$ cat config.mk
export PLATFORM = sky130hd
export DESIGN_NAME = btn_conditioner
export DESIGN_NICKNAME = d
export VERILOG_FILES = /design/src/rtl/btn_conditioner.sv
export SDC_FILE = /design/constraint.sdc
export NUM_CORES = 1
export LEC_CHECK = 0
export CAP_MARGIN = 20
export CORE_ASPECT_RATIO = 0.9
export CORE_MARGIN = 3
export CORE_UTILIZATION = 63
export CTS_BUF_LIST = sky130_fd_sc_hd__clkbuf_8
export CTS_CLUSTER_SIZE = 40
export DETAILED_ROUTE_END_ITERATION = 7
export HOLD_SLACK_MARGIN = 0.06
export PLACE_DENSITY = 0.82
export SLEW_MARGIN = 10
export SYNTH_ARGS = -nofsm -noshare
export SYNTH_HDL_FRONTEND = slang
export SYNTH_SLANG_ARGS = --single-unit
$ cat constraint.sdc
create_clock -name clk -period 3.5 [get_ports clk]
set_input_delay 0.7 -clock clk [delete_from_list [all_inputs] [get_ports clk]]
set_output_delay 0.7 -clock clk [all_outputs]
set_load 0.005 [all_outputs]
$ cat src/rtl/btn_conditioner.sv
// btn_conditioner: per-channel synchroniser, debouncer and edge/auto-repeat
// pulse generator for the gameplay buttons.
// Optional feature macro: BTN_AUTOREPEAT_EN. When it is defined, the repeat
// timers and btn_repeat are built. When it is undefined, btn_repeat is tied low.
module btn_conditioner #(
  parameter int N_BTN           = 3,
  parameter int DEBOUNCE_CYCLES = 400_000,
  parameter int REPEAT_DELAY    = 16_000_000,
  parameter int REPEAT_PERIOD   = 4_000_000
) (
  input  logic             clk,
  input  logic             rst,
  input  logic [N_BTN-1:0] btn_raw,
  output logic [N_BTN-1:0] btn_level,
  output logic [N_BTN-1:0] btn_press,
  output logic [N_BTN-1:0] btn_release,
  output logic [N_BTN-1:0] btn_repeat
);

  localparam int CW = $clog2(DEBOUNCE_CYCLES + 1);
  localparam logic [CW-1:0] CNT_ONE = CW'(1);
  localparam logic [CW-1:0] CNT_MAX = CW'(DEBOUNCE_CYCLES);

  typedef enum logic [1:0] {
    IDLE        = 2'd0,
    DEB_PRESS   = 2'd1,
    HELD        = 2'd2,
    DEB_RELEASE = 2'd3
  } state_t;

  // Reject parameter sets the debounce and repeat arithmetic cannot support.
  if (DEBOUNCE_CYCLES < 2 || REPEAT_PERIOD < 1 || REPEAT_PERIOD > REPEAT_DELAY) begin : g_bad_cfg
    $error("btn_conditioner: invalid DEBOUNCE_CYCLES/REPEAT_DELAY/REPEAT_PERIOD");
  end

  for (genvar g = 0; g < N_BTN; g++) begin : g_ch
    logic          sync1_r, sync2_r;
    state_t        state_r, state_s;
    logic [CW-1:0] count_r, count_s, count_inc_s;
    logic          level_s, press_s, release_s, repeat_s;
    logic          level_r, press_r, release_r, repeat_r;

    // Two-flop synchroniser bringing the raw pin into the clk domain.
    always_ff @(posedge clk) begin
      if (rst) begin
        sync1_r <= 1'b0;
        sync2_r <= 1'b0;
      end else begin
        sync1_r <= btn_raw[g];
        sync2_r <= sync1_r;
      end
    end

    // Saturating increment of the debounce counter; it never wraps.
    always_comb begin
      if (count_r == CNT_MAX) begin
        count_inc_s = CNT_MAX;
      end else begin
        count_inc_s = count_r + CNT_ONE;
      end
    end

    // FSM state and debounce counter registers.
    always_ff @(posedge clk) begin
      if (rst) begin
        state_r <= IDLE;
        count_r <= '0;
      end else begin
        state_r <= state_s;
        count_r <= count_s;
      end
    end

    // Next-state logic: accept a change only after CNT_MAX agreeing samples.
    always_comb begin
      state_s = state_r;
      count_s = count_r;
      case (state_r)
        IDLE: begin
          if (sync2_r) begin
            state_s = DEB_PRESS;
            count_s = CNT_ONE;
          end else begin
            count_s = '0;
          end
        end
        DEB_PRESS: begin
          if (!sync2_r) begin
            state_s = IDLE;
            count_s = '0;
          end else if (count_inc_s == CNT_MAX) begin
            state_s = HELD;
            count_s = '0;
          end else begin
            count_s = count_inc_s;
          end
        end
        HELD: begin
          if (!sync2_r) begin
            state_s = DEB_RELEASE;
            count_s = CNT_ONE;
          end else begin
            count_s = '0;
          end
        end
        DEB_RELEASE: begin
          if (sync2_r) begin
            state_s = HELD;
            count_s = '0;
          end else if (count_inc_s == CNT_MAX) begin
            state_s = IDLE;
            count_s = '0;
          end else begin
            count_s = count_inc_s;
          end
        end
        default: begin
          state_s = IDLE;
          count_s = '0;
        end
      endcase
    end

    // Output decode from the transition being taken this cycle.
    always_comb begin
      level_s   = (state_s == HELD) || (state_s == DEB_RELEASE);
      press_s   = (state_r == DEB_PRESS) && (state_s == HELD);
      release_s = (state_r == DEB_RELEASE) && (state_s == IDLE);
    end

`ifdef BTN_AUTOREPEAT_EN
    localparam int TW = $clog2(REPEAT_DELAY + 1);
    localparam logic [TW-1:0] TMR_ONE    = TW'(1);
    localparam logic [TW-1:0] TMR_DELAY  = TW'(REPEAT_DELAY);
    localparam logic [TW-1:0] TMR_RELOAD = TW'(REPEAT_DELAY - REPEAT_PERIOD);

    logic [TW-1:0] timer_r, timer_s, timer_inc_s;

    // Repeat timer: counts only while held and stable; reloads after each
    // repeat so subsequent pulses are REPEAT_PERIOD apart.
    always_comb begin
      timer_inc_s = timer_r + TMR_ONE;
      timer_s     = timer_r;
      repeat_s    = 1'b0;
      if (press_s || release_s) begin
        timer_s = '0;
      end else if ((state_r == HELD) && (state_s == HELD)) begin
        if (timer_inc_s == TMR_DELAY) begin
          repeat_s = 1'b1;
          timer_s  = TMR_RELOAD;
        end else begin
          timer_s = timer_inc_s;
        end
      end else begin
        timer_s = timer_r;
      end
    end

    // Repeat timer register.
    always_ff @(posedge clk) begin
      if (rst) begin
        timer_r <= '0;
      end else begin
        timer_r <= timer_s;
      end
    end
`else
    assign repeat_s = 1'b0;
`endif

    // Registered outputs.
    always_ff @(posedge clk) begin
      if (rst) begin
        level_r   <= 1'b0;
        press_r   <= 1'b0;
        release_r <= 1'b0;
        repeat_r  <= 1'b0;
      end else begin
        level_r   <= level_s;
        press_r   <= press_s;
        release_r <= release_s;
        repeat_r  <= repeat_s;
      end
    end

    assign btn_level[g]   = level_r;
    assign btn_press[g]   = press_r;
    assign btn_release[g] = release_r;
    assign btn_repeat[g]  = repeat_r;
  end

endmodule

Signal wires on met1:
Drawn at 4 px/um. Supply wires on this layer in grey.
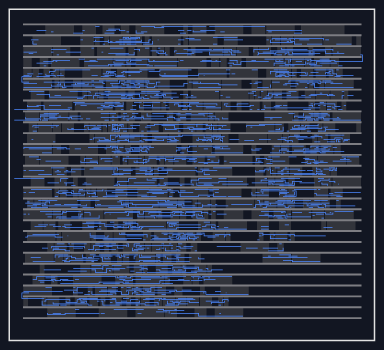
The layer holds 46% of the routed length. The longest straight run is 20.2 um. The layer carries 3740 um of wire.
GR Util met1: 29.57%
routed via count: 3365
total wire length: 8.074 mm

Met2 routing:
Drawn at 4 px/um.
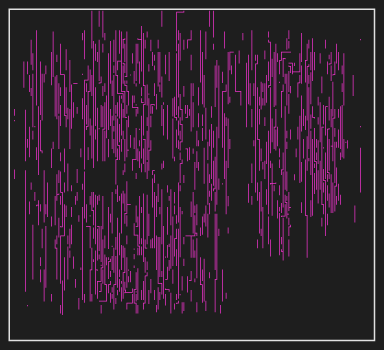
The longest straight run is 32.1 um. The layer holds 47% of the routed length. The wires run mostly vertical. The layer carries 3800 um of wire. 418 nets have wire on it.
met2 Resource Use GR: 39.16%

==> CHANGELOG.md <==
### Changed

* Most common reg cell: dfxtp_1
* Die H at around 80 um
* # setup viols final at 0
* Max_slew headroom at a little under half
* CTS Sinks at 77
* CP Cell Sequence: ha_1 > nand2_1 > or4_1 > or3_1 > nand3_1 > nand4_2 > o21bai_1 > nor2_1
* Total die size at 0.007501 mm2
* R2R Path End: g_ch[2].count_r[7]
* Crit path DRT at 3720 ps
* DP Cell Count at roughly 560
* Worst Path Buf+Inv at 0
* Sw Ratio at a little over a fifth
* Post-synth top area cell: dfxtp_1
* Setup Fix Bufs, Post-CTS at 0
* Vias/cell at just under 6
* Status: complete, no violations
* Total chip power at approximately 1.6 mW
* P&R area growth vs syn at 6.909%
* Worst path top cell family by delay: simple AND/OR/NAND/NOR gates
* Crit path capture: g_ch[2].count_r[7]
* Hold Violations, Final at 0
* Actual slew at the worst max-slew pin at approximately 780 ps
* Ys async rst share at 0%
* Comb power at around 0.022 mW
* PwrDens at ~360 mW/mm2
* Yosys reg bits at about 77
* Worst-path clk slew at 80 ps
* Top cells by area: dfxtp_1, xnor2_1, nor2_1, xor2_1, nand3_1
* Int Pwr at 1.238 mW
* Unrepaired setup endpoints after global routing: false
* Top Usage Layer GRT: met2
* Syn Area/Cell at ~8.3 um2
* Max cap viols at 0
* Crit-path max cell delay at between 600 and 700 ps
* Tool warnings at 29
* Worst Path Arrival at approximately 3200 ps
The metal 3 layer:
Drawn at 6 px/um.
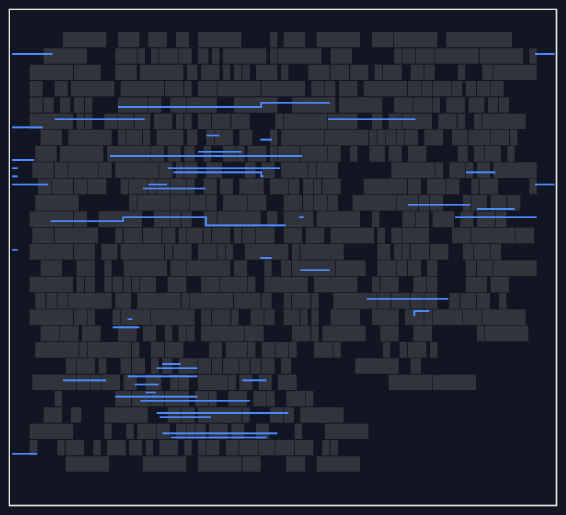
The wires run mostly horizontal. The longest straight run is 31.7 um. The layer holds 5.2% of the routed length.

Routed clock nets over the placement:
Drawn at 3 px/um.
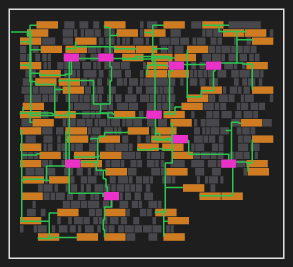
Magenta shows clock-net drivers, count 9. Green shows clock wires, length 943 um. Orange shows flip-flops, count 77.
There are 10 routed clock nets. Position of the flops: all over the die.
clock power share: 42.9%
Clk power: 0.681 mW

[metrics by stage]
stage | cell area (um2) | util, % | setup slack [ps] | hold WS [ps]
3_3_place_gp | 4175 | 67.17 | 680.2 | 432.2
6_report | 4375 | 70.39 | 533.7 | 446.9
2_1_floorplan | 4100 | - | 814.4 | 413.8
5_1_grt | 4375 | 70.39 | 331.8 | 467.2
4_1_cts | 4375 | 70.39 | 525.7 | 455.5
3_5_place_dp | 4175 | 67.17 | 539.0 | 435.0
[layout make-up]
type / instances / area (um2)
Timing Repair Buffer: 16 / 152.6
Tap cell: 87 / 108.9
Multi-Input combinational cell: 362 / 2308
Inverter: 17 / 63.81
Sequential cell: 77 / 1541
Clock buffer: 10 / 137.6
Clock inverter: 6 / 62.56
Fill cell: 510 / 1841
[kinds of logic (layout without fill, tap and decap cells)]
| family | count (synthesis) | in the layout | share of synthesized area (%) |
|---|---|---|---|
| DFF | 77 | 77 | 37.66 |
| muxes | 2 | 2 | 0.4892 |
| AOI/OAI and AO/OA | 56 | 56 | 9.967 |
| and+or+nand+nor | 237 | 237 | 31.43 |
| xor gates and xnor gates | 58 | 58 | 12.41 |
| buffers and inverters | 54 | 49 | 6.114 |
| adders and majority gates | 6 | 6 | 1.834 |
| other | 1 | 3 | 0.09163 |
[worst register-to-register path: stages (launching register included)]
cell,delay (ps)
dfxtp_1,430
ha_1,300
nand2_1,130
or4_1,610
or3_1,410
nand3_1,100
nand4_2,140
o21bai_1,610
nor2_1,100
[sequential cells by signal, indices dropped and copies added, names as in the netlist]
| register | cells |
|---|---|
| g_ch.press_r | 3 |
| g_ch.count_r | 57 |
| g_ch.level_r | 2 |
| g_ch.release_r | 3 |
| g_ch.sync1_r | 3 |
| g_ch.state_r | 6 |
| g_ch.sync2_r | 3 |
Power figures rest on the tool's default switching activity, not on a simulated workload.
